metal_density.png
The bar under the picture is 50 um long. 33 x 25 tiles, from dark blue (low) to red (high), scaled to the fullest tile. Values are wire area over tile area, all layers added.
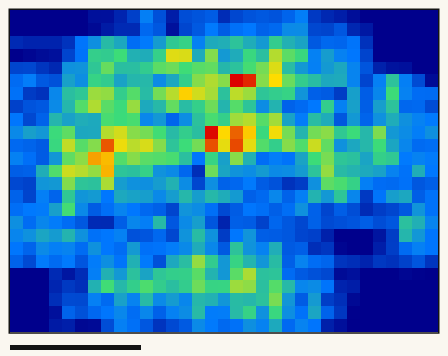
sizes.png
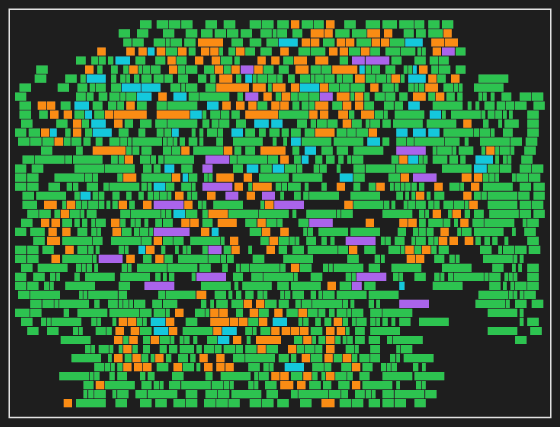
cell_density.png
The bar under the picture is 50 um long. 16 x 12 tiles, from dark blue (low) to red (high), 0 to 100% covered.
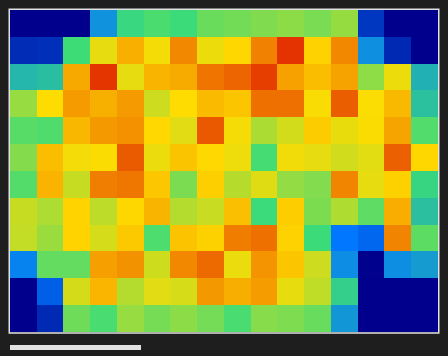
congestion.png
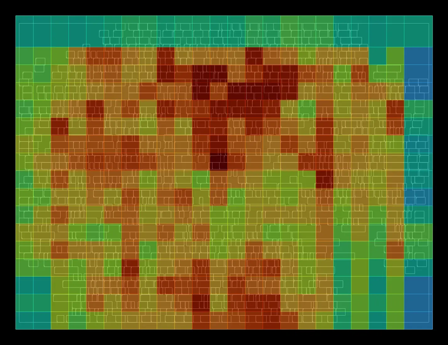
placement_by_type.png
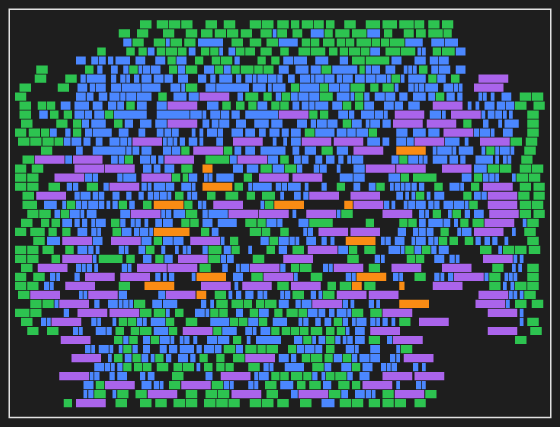
===== src/rtl/div_seq_ctrl_if.sv =====
// Issue-side and CDB-side handshake bundle for the divider sequencing controller.
// The master modport is the reservation station / CDB side, the slave modport is the controller.
interface div_seq_ctrl_if #(
    parameter int WIDTH = 32,
    parameter int TAG_W = 5
);
    logic             iss_valid;
    logic             iss_ready;
    logic [1:0]       iss_op;
    logic [WIDTH-1:0] iss_rs1;
    logic [WIDTH-1:0] iss_rs2;
    logic [TAG_W-1:0] iss_tag;

    logic             cdb_valid;
    logic             cdb_ready;
    logic [TAG_W-1:0] cdb_tag;
    logic [WIDTH-1:0] cdb_data;

    modport master (
        output iss_valid, iss_op, iss_rs1, iss_rs2, iss_tag, cdb_ready,
        input  iss_ready, cdb_valid, cdb_tag, cdb_data
    );

    modport slave (
        input  iss_valid, iss_op, iss_rs1, iss_rs2, iss_tag, cdb_ready,
        output iss_ready, cdb_valid, cdb_tag, cdb_data
    );
endinterface


===== src/rtl/div_seq_ctrl.sv =====
// Sequencing controller wrapping an unsigned multicycle divider core for RV32M
// DIV/DIVU/REM/REMU: sign handling, zero/overflow bypass, fixed-latency capture, flush.
module div_seq_ctrl #(
    parameter int WIDTH   = 32,
    parameter int NUM_CYC = 32,
    parameter int TAG_W   = 5
) (
    input  logic             inst_clk,
    input  logic             inst_rst_n,
    input  logic             flush,
    div_seq_ctrl_if.slave    bus,
    output logic             div_start,
    output logic             div_hold,
    output logic [WIDTH-1:0] div_a,
    output logic [WIDTH-1:0] div_b,
    input  logic             div_complete,
    input  logic [WIDTH-1:0] div_quotient,
    input  logic [WIDTH-1:0] div_remainder
);

    localparam int CNT_W = (NUM_CYC > 1) ? $clog2(NUM_CYC) : 1;
    localparam logic [WIDTH-1:0] MIN_NEG = {1'b1, {(WIDTH-1){1'b0}}};

    typedef enum logic [1:0] {S_IDLE, S_START, S_BUSY, S_DONE} state_t;

    state_t           r_state, w_state_nxt;
    logic [CNT_W-1:0] r_cnt;
    logic             r_is_rem;
    logic             r_neg_q;
    logic             r_neg_r;
    logic [WIDTH-1:0] r_div_a;
    logic [WIDTH-1:0] r_div_b;
    logic [TAG_W-1:0] r_cdb_tag;
    logic [WIDTH-1:0] r_cdb_data;

    logic             w_signed, w_rs1_neg, w_rs2_neg;
    logic             w_div_zero, w_ovf, w_bypass;
    logic             w_accept, w_capture;
    logic [WIDTH-1:0] w_abs_a, w_abs_b, w_bypass_data;
    logic [WIDTH-1:0] w_q_fix, w_r_fix, w_result;

    // Operand decode for the op currently offered on the issue port.
    assign w_signed   = ~bus.iss_op[0];
    assign w_rs1_neg  = w_signed & bus.iss_rs1[WIDTH-1];
    assign w_rs2_neg  = w_signed & bus.iss_rs2[WIDTH-1];
    assign w_abs_a    = w_rs1_neg ? -bus.iss_rs1 : bus.iss_rs1;
    assign w_abs_b    = w_rs2_neg ? -bus.iss_rs2 : bus.iss_rs2;
    assign w_div_zero = (bus.iss_rs2 == '0);
    assign w_ovf      = w_signed & (bus.iss_rs1 == MIN_NEG) & (bus.iss_rs2 == '1);
    assign w_bypass   = w_div_zero | w_ovf;
    assign w_bypass_data = bus.iss_op[1] ? (w_div_zero ? bus.iss_rs1 : '0)
                                         : (w_div_zero ? '1 : MIN_NEG);

    assign w_accept  = (r_state == S_IDLE) & bus.iss_valid & ~flush;
    assign w_capture = (r_state == S_BUSY) & (r_cnt == '0) & div_complete & ~flush;

    assign w_q_fix  = r_neg_q ? -div_quotient  : div_quotient;
    assign w_r_fix  = r_neg_r ? -div_remainder : div_remainder;
    assign w_result = r_is_rem ? w_r_fix : w_q_fix;

    always_ff @(posedge inst_clk or negedge inst_rst_n) begin
        if (!inst_rst_n) r_state <= S_IDLE;
        else             r_state <= w_state_nxt;
    end

    // NOTE: every output of this block gets a default first, so no path leaves one unassigned and no latch is inferred.
    always_comb begin
        w_state_nxt   = r_state;
        div_start     = 1'b0;
        bus.iss_ready = 1'b0;
        bus.cdb_valid = 1'b0;
        case (r_state)
            S_IDLE: begin
                bus.iss_ready = 1'b1;
                if (bus.iss_valid) w_state_nxt = w_bypass ? S_DONE : S_START;
            end
            S_START: begin
                div_start   = 1'b1;
                w_state_nxt = S_BUSY;
            end
            S_BUSY: begin
                if (r_cnt == '0 && div_complete) w_state_nxt = S_DONE;
            end
            S_DONE: begin
                bus.cdb_valid = 1'b1;
                if (bus.cdb_ready) w_state_nxt = S_IDLE;
            end
            default: w_state_nxt = S_IDLE;
        endcase
        if (flush) w_state_nxt = S_IDLE;
    end

    // NOTE: state registers use non-blocking assignments so every flop samples pre-edge values.
    always_ff @(posedge inst_clk or negedge inst_rst_n) begin
        if (!inst_rst_n) begin
            r_cnt      <= '0;
            r_is_rem   <= 1'b0;
            r_neg_q    <= 1'b0;
            r_neg_r    <= 1'b0;
            r_div_a    <= '0;
            r_div_b    <= '0;
            r_cdb_tag  <= '0;
            r_cdb_data <= '0;
        end else begin
            if (w_accept) begin
                r_is_rem  <= bus.iss_op[1];
                r_neg_q   <= w_rs1_neg ^ w_rs2_neg;
                r_neg_r   <= w_rs1_neg;
                r_div_a   <= w_abs_a;
                r_div_b   <= w_abs_b;
                r_cdb_tag <= bus.iss_tag;
                if (w_bypass) r_cdb_data <= w_bypass_data;
            end
            if (w_capture) r_cdb_data <= w_result;

            if (flush)                             r_cnt <= '0;
            else if (r_state == S_START)           r_cnt <= CNT_W'(NUM_CYC - 1);
            else if (r_state == S_BUSY && r_cnt != '0) r_cnt <= r_cnt - CNT_W'(1);
        end
    end

    assign div_hold     = 1'b0;
    assign div_a        = r_div_a;
    assign div_b        = r_div_b;
    assign bus.cdb_tag  = r_cdb_tag;
    assign bus.cdb_data = r_cdb_data;

endmodule


===== src/flat_wrapper.sv =====
// flat-port wrapper written by rule: the top's interface ports become plain ports
module div_seq_ctrl_flat 
#(
    parameter int WIDTH   = 32,
    parameter int NUM_CYC = 32,
    parameter int TAG_W   = 5
)
  (inst_clk, inst_rst_n, flush, div_start, div_hold, div_a, div_b, div_complete, div_quotient, div_remainder, bus_iss_valid, bus_iss_op, bus_iss_rs1, bus_iss_rs2, bus_iss_tag, bus_cdb_ready, bus_iss_ready, bus_cdb_valid, bus_cdb_tag, bus_cdb_data);
  div_seq_ctrl_if #(.WIDTH(WIDTH), .TAG_W(TAG_W)) bus_i ();
  input  logic inst_clk;
  input  logic inst_rst_n;
  input  logic flush;
  output logic div_start;
  output logic div_hold;
  output logic [WIDTH-1:0] div_a;
  output logic [WIDTH-1:0] div_b;
  input  logic div_complete;
  input  logic [WIDTH-1:0] div_quotient;
  input  logic [WIDTH-1:0] div_remainder;
  input wire logic [$bits(bus_i.iss_valid)-1:0] bus_iss_valid;
  input wire logic [$bits(bus_i.iss_op)-1:0] bus_iss_op;
  input wire logic [$bits(bus_i.iss_rs1)-1:0] bus_iss_rs1;
  input wire logic [$bits(bus_i.iss_rs2)-1:0] bus_iss_rs2;
  input wire logic [$bits(bus_i.iss_tag)-1:0] bus_iss_tag;
  input wire logic [$bits(bus_i.cdb_ready)-1:0] bus_cdb_ready;
  output wire logic [$bits(bus_i.iss_ready)-1:0] bus_iss_ready;
  output wire logic [$bits(bus_i.cdb_valid)-1:0] bus_cdb_valid;
  output wire logic [$bits(bus_i.cdb_tag)-1:0] bus_cdb_tag;
  output wire logic [$bits(bus_i.cdb_data)-1:0] bus_cdb_data;
  assign bus_i.iss_valid = bus_iss_valid;
  assign bus_i.iss_op = bus_iss_op;
  assign bus_i.iss_rs1 = bus_iss_rs1;
  assign bus_i.iss_rs2 = bus_iss_rs2;
  assign bus_i.iss_tag = bus_iss_tag;
  assign bus_i.cdb_ready = bus_cdb_ready;
  assign bus_iss_ready = bus_i.iss_ready;
  assign bus_cdb_valid = bus_i.cdb_valid;
  assign bus_cdb_tag = bus_i.cdb_tag;
  assign bus_cdb_data = bus_i.cdb_data;
  div_seq_ctrl #(.WIDTH(WIDTH), .NUM_CYC(NUM_CYC), .TAG_W(TAG_W)) u_core (.inst_clk(inst_clk), .inst_rst_n(inst_rst_n), .flush(flush), .bus(bus_i), .div_start(div_start), .div_hold(div_hold), .div_a(div_a), .div_b(div_b), .div_complete(div_complete), .div_quotient(div_quotient), .div_remainder(div_remainder));
endmodule

===== config.mk =====
export PLATFORM = sky130hd
export DESIGN_NAME = div_seq_ctrl_flat
export DESIGN_NICKNAME = d
export VERILOG_FILES = /design/src/rtl/div_seq_ctrl_if.sv /design/src/rtl/div_seq_ctrl.sv /design/src/flat_wrapper.sv
export SDC_FILE = /design/constraint.sdc
export NUM_CORES = 1
export LEC_CHECK = 0
export CAP_MARGIN = 10
export CORE_ASPECT_RATIO = 0.75
export CORE_MARGIN = 1
export CORE_UTILIZATION = 40
export DETAILED_ROUTE_END_ITERATION = 10
export PLACE_DENSITY = 0.74
export SLEW_MARGIN = 10
export SYNTH_ARGS = -nofsm -noshare
export SYNTH_HDL_FRONTEND = slang
export SYNTH_SLANG_ARGS = --single-unit

===== constraint.sdc =====
create_clock -name inst_clk -period 2.9 [get_ports inst_clk]
set_input_delay 0.725 -clock inst_clk [delete_from_list [all_inputs] [get_ports inst_clk]]
set_output_delay 0.725 -clock inst_clk [all_outputs]
set_load 0.05 [all_outputs]

==> results.ini <==
[synthesis]
fp_nets = 1066
ys.flop_type = dfrtp_1
ys_cells = 915
numSynthFlops = 111
netlist.area_leader.share_pct = 35.76
edf_count = 0
syn_area_per_cell_um2 = 8.489
yosysWarnings = 0
ys_seq_share_pct = 35.76
ys_async_sr_fraction_pct = 100.0
top_cells_by_area = dfrtp_1 (36%), xnor2_1 (8.0%), o21ai_0 (7.2%)
ys_types = 62
postSynthCellCount = 915
yosys_area_mm2 = 0.007767

[floorplan]
core_mm2 = 0.01872
die_area_mm2 = 0.01999
initCoreUtil_pct = 41.49
die_h_um = 122.7
die_width_um = 162.9
io_pins = 246

[clock_network]
h-tree-depth = 3
cts_made_buffers = 9
clk_path_buf_depth = 2
cts_tree = yes
cts.sinks = 111
holdBufCountCts = 0
clk_latency_ns = 0.35
path_clk_slew_ns = 0.08
cts_root_buf = clkbuf_16

[setup_path]
slowest_stage = or4_4
worstReg2RegStart = u_core.r_cnt[0]
cp.required_ns = 3.18
worst_setup_path_end_kind = flop
path_buffers = 3
crit_type = in2reg
cpLargestDelayFamily = simple AND/OR/NAND/NOR gates
reg2reg_depth = 8
path_depth = 8
crit_path_cell_trace = clkdlybuf4s50_1 > or4_4 > or3_4 > buf_4 > nor4_4 > buf_2 > o21ai_0 > a31oi_1
cpPeakStageDelay_ns = 0.56
cp_max_fo = 5
worstSetupStartpointType = input port
r2r_setup_slack_ns = 0.38
cp.arrival_ns = 3.18

[flow_run]
cap_violations = 0
tool_warnings = 33

[finish]
layout_top_cells = clkdlybuf4s50_1 (217), buf_4 (195), dfrtp_1 (111)
layout-drive-gt1-share_pct = 23.68
fin_nets = 1473
lay_top_count = clkdlybuf4s50_1
synthToLayoutAreaGrowth_pct = 61.58
fin_cells = 1575

[detailed_routing]
drt-pass1-iter-count = 5
vias_per_cell = 5.607
post-route-drc-count = 0
drt-wirelength-per-cell_um = 18.69
drt_iter0_drc = 847
wirelength_um = 29430
vias = 8831
ant_nets = 0

[final_timing]
finalCritPeriodShare_pct = 100.1
min_period_ns = 2.902
tightest_slew_ns = 0.5951
slew_violations = 0
skew_ns = 0.007392
holdWs_ns = 0.2642
setup_viol = 2
finalHoldViolCount = 0
fin_ws_ns = -0.002108
relSlewSlack_pct = 60.21

[placed_design]
dpl.hpwl_um = 22210
dp_cells = 1543
dp_slack_ns = -0.6001
io_buffers = 244

[outcome]
outcome = finished with violations
violations = negative setup slack

[power_and_ir_drop]
powerDensity_mw_per_mm2 = 846.0
power_leakage_nw = 5.376
power_mw = 10.62
irDropWorstVdd_mv = 0.8846

[global_routing]
grt_pass1_vias = 8485
antenna_found_initial = 2
grt_pass1_wl_um = 45030
track_usage_pct = 28.90
grt_max_degree = 104
overflow = 0

[hold_path]
holdCritPathClass = in2async

Notes on metal_density.png above:
nearly empty tiles = 11%
tiles over half the peak = 14%
emptiest ninth of the die = south-east
fullest tile = 0.84
mean over tiles = 0.24

Notes on sizes.png above:
orange -> _3 and _4 cells  # cells 235, most used buf_4
purple -> _6 and larger  # cells 25, most used clkbuf_16
cyan -> _2 cells  # cells 54, most used a211o_2
green -> _0 and _1 cells  # cells 1012, most used clkdlybuf4s50_1

Notes on cell_density.png above:
emptiest ninth of the die = south-east
nearly empty tiles = 7.8%
mean over tiles = 61%
fullest tile = 94%
tiles over 75% full = 37%

Notes on congestion.png above:
grt met3 use: 5.880%
gr busiest metal: met2

Notes on placement_by_type.png above:
purple -> flops  # cells 111, share of their area 23%
green -> other buffers and delay cells  # cells 453, share of their area 34%
orange -> clock drivers and dummy loads  # cells 15, share of their area 2.4%
blue -> combinational and other logic  # cells 747, share of their area 41%
fraction of area in registers: 22.13%
Post-Layout Inst Area: 0.01255 mm2
FP Rows: 43
Util after Layout: 67.03%

[worst max path at each step]
stage / startpoint / slack, ns / to
floorplan: bus_iss_rs2[16] / 0.0004 / u_core.bus.cdb_data[11]
global placement: bus_iss_rs1[0] / -0.52 / u_core.bus.cdb_data[3]
detailed placement: bus_iss_rs1[20] / -0.60 / u_core.r_state[1]
CTS: bus_iss_rs2[16] / -0.005 / u_core.bus.cdb_data[0]
global route: div_remainder[3] / -0.04 / u_core.bus.cdb_data[21]
finish: bus_iss_rs2[16] / -0.002 / u_core.bus.cdb_data[22]
[flip-flops by register name, indices dropped and copies added (netlist names)]
name                 cells
u_core.div_b            32
u_core.r_neg_r           1
u_core.bus.cdb_data     32
u_core.div_a            32
u_core.bus.cdb_tag       5
u_core.r_neg_q           1
u_core.r_state           2
u_core.r_is_rem          1
u_core.r_cnt             5
[through the flow]
stage	TNS (ns)	instance area [um2]
after global placement	-18.14	11720
final	-0.003281	12550
after detailed placement	-21.44	11720
after CTS	-0.008948	12290
after global routing	-0.04220	12550
after floorplan	0	7775
[cell usage after synthesis (10+ instances only)]
cell type and count:
ha_1 10, o22ai_1 18, o21ai_0 112, nor2_1 70
o31ai_1 29, nand2_1 109, nand4_1 13, a31oi_1 11
o41ai_1 22, dfrtp_1 111, nor4_1 16, nor3_1 17
inv_1 22, or4_1 18, xor2_1 49, a21oi_1 33
a211o_2 11, or2_2 10, xnor2_1 71, nand2b_1 15
clkbuf_1 42
[area by class of cell]
class	count	area, um2
Fill cell	1523	6172
Antenna cell	2	5.005
Clock inverter	6	68.82
Tap cell	247	309.0
Inverter	22	82.58
Multi-Input combinational cell	725	4961
Timing Repair Buffer	453	4121
Clock buffer	9	225.2
Sequential cell	111	2778
[logic make-up after synthesis]
logic type / count (synthesis) / synth area share [%]
AND-OR/OR-AND: 273 / 22.68
flip-flops: 111 / 35.76
XOR/XNOR: 120 / 13.53
multiplexers: 9 / 1.224
adder cells (fa/ha/maj): 10 / 1.611
AND/OR/NAND/NOR: 309 / 19.80
buffers and inverters: 82 / 5.348
other: 1 / 0.04828
[report_power, final]
part	internal, mW	switching, mW	total [mW]
sequential	2.25	0.476	2.72
clock	0.673	0.601	1.27
combinational	2.43	4.19	6.62
total	5.35	5.27	10.6
[layer usage]
metal	global-route usage, %	vias to the layer above	part of all wire (%)
li1	-	4120	-
met1	41.19	4194	45
met2	44.10	457	44
met3	5.880	60	9.2
met4	8.353	0	2.3
met5	0	-	0
[timing repair]
action,in CTS,in global routing
setup endpoints to repair,36,36
hold endpoints to repair,0,0
setup buffers,5,7
resized,57,46
cloned,3,1
pin swaps,20,32
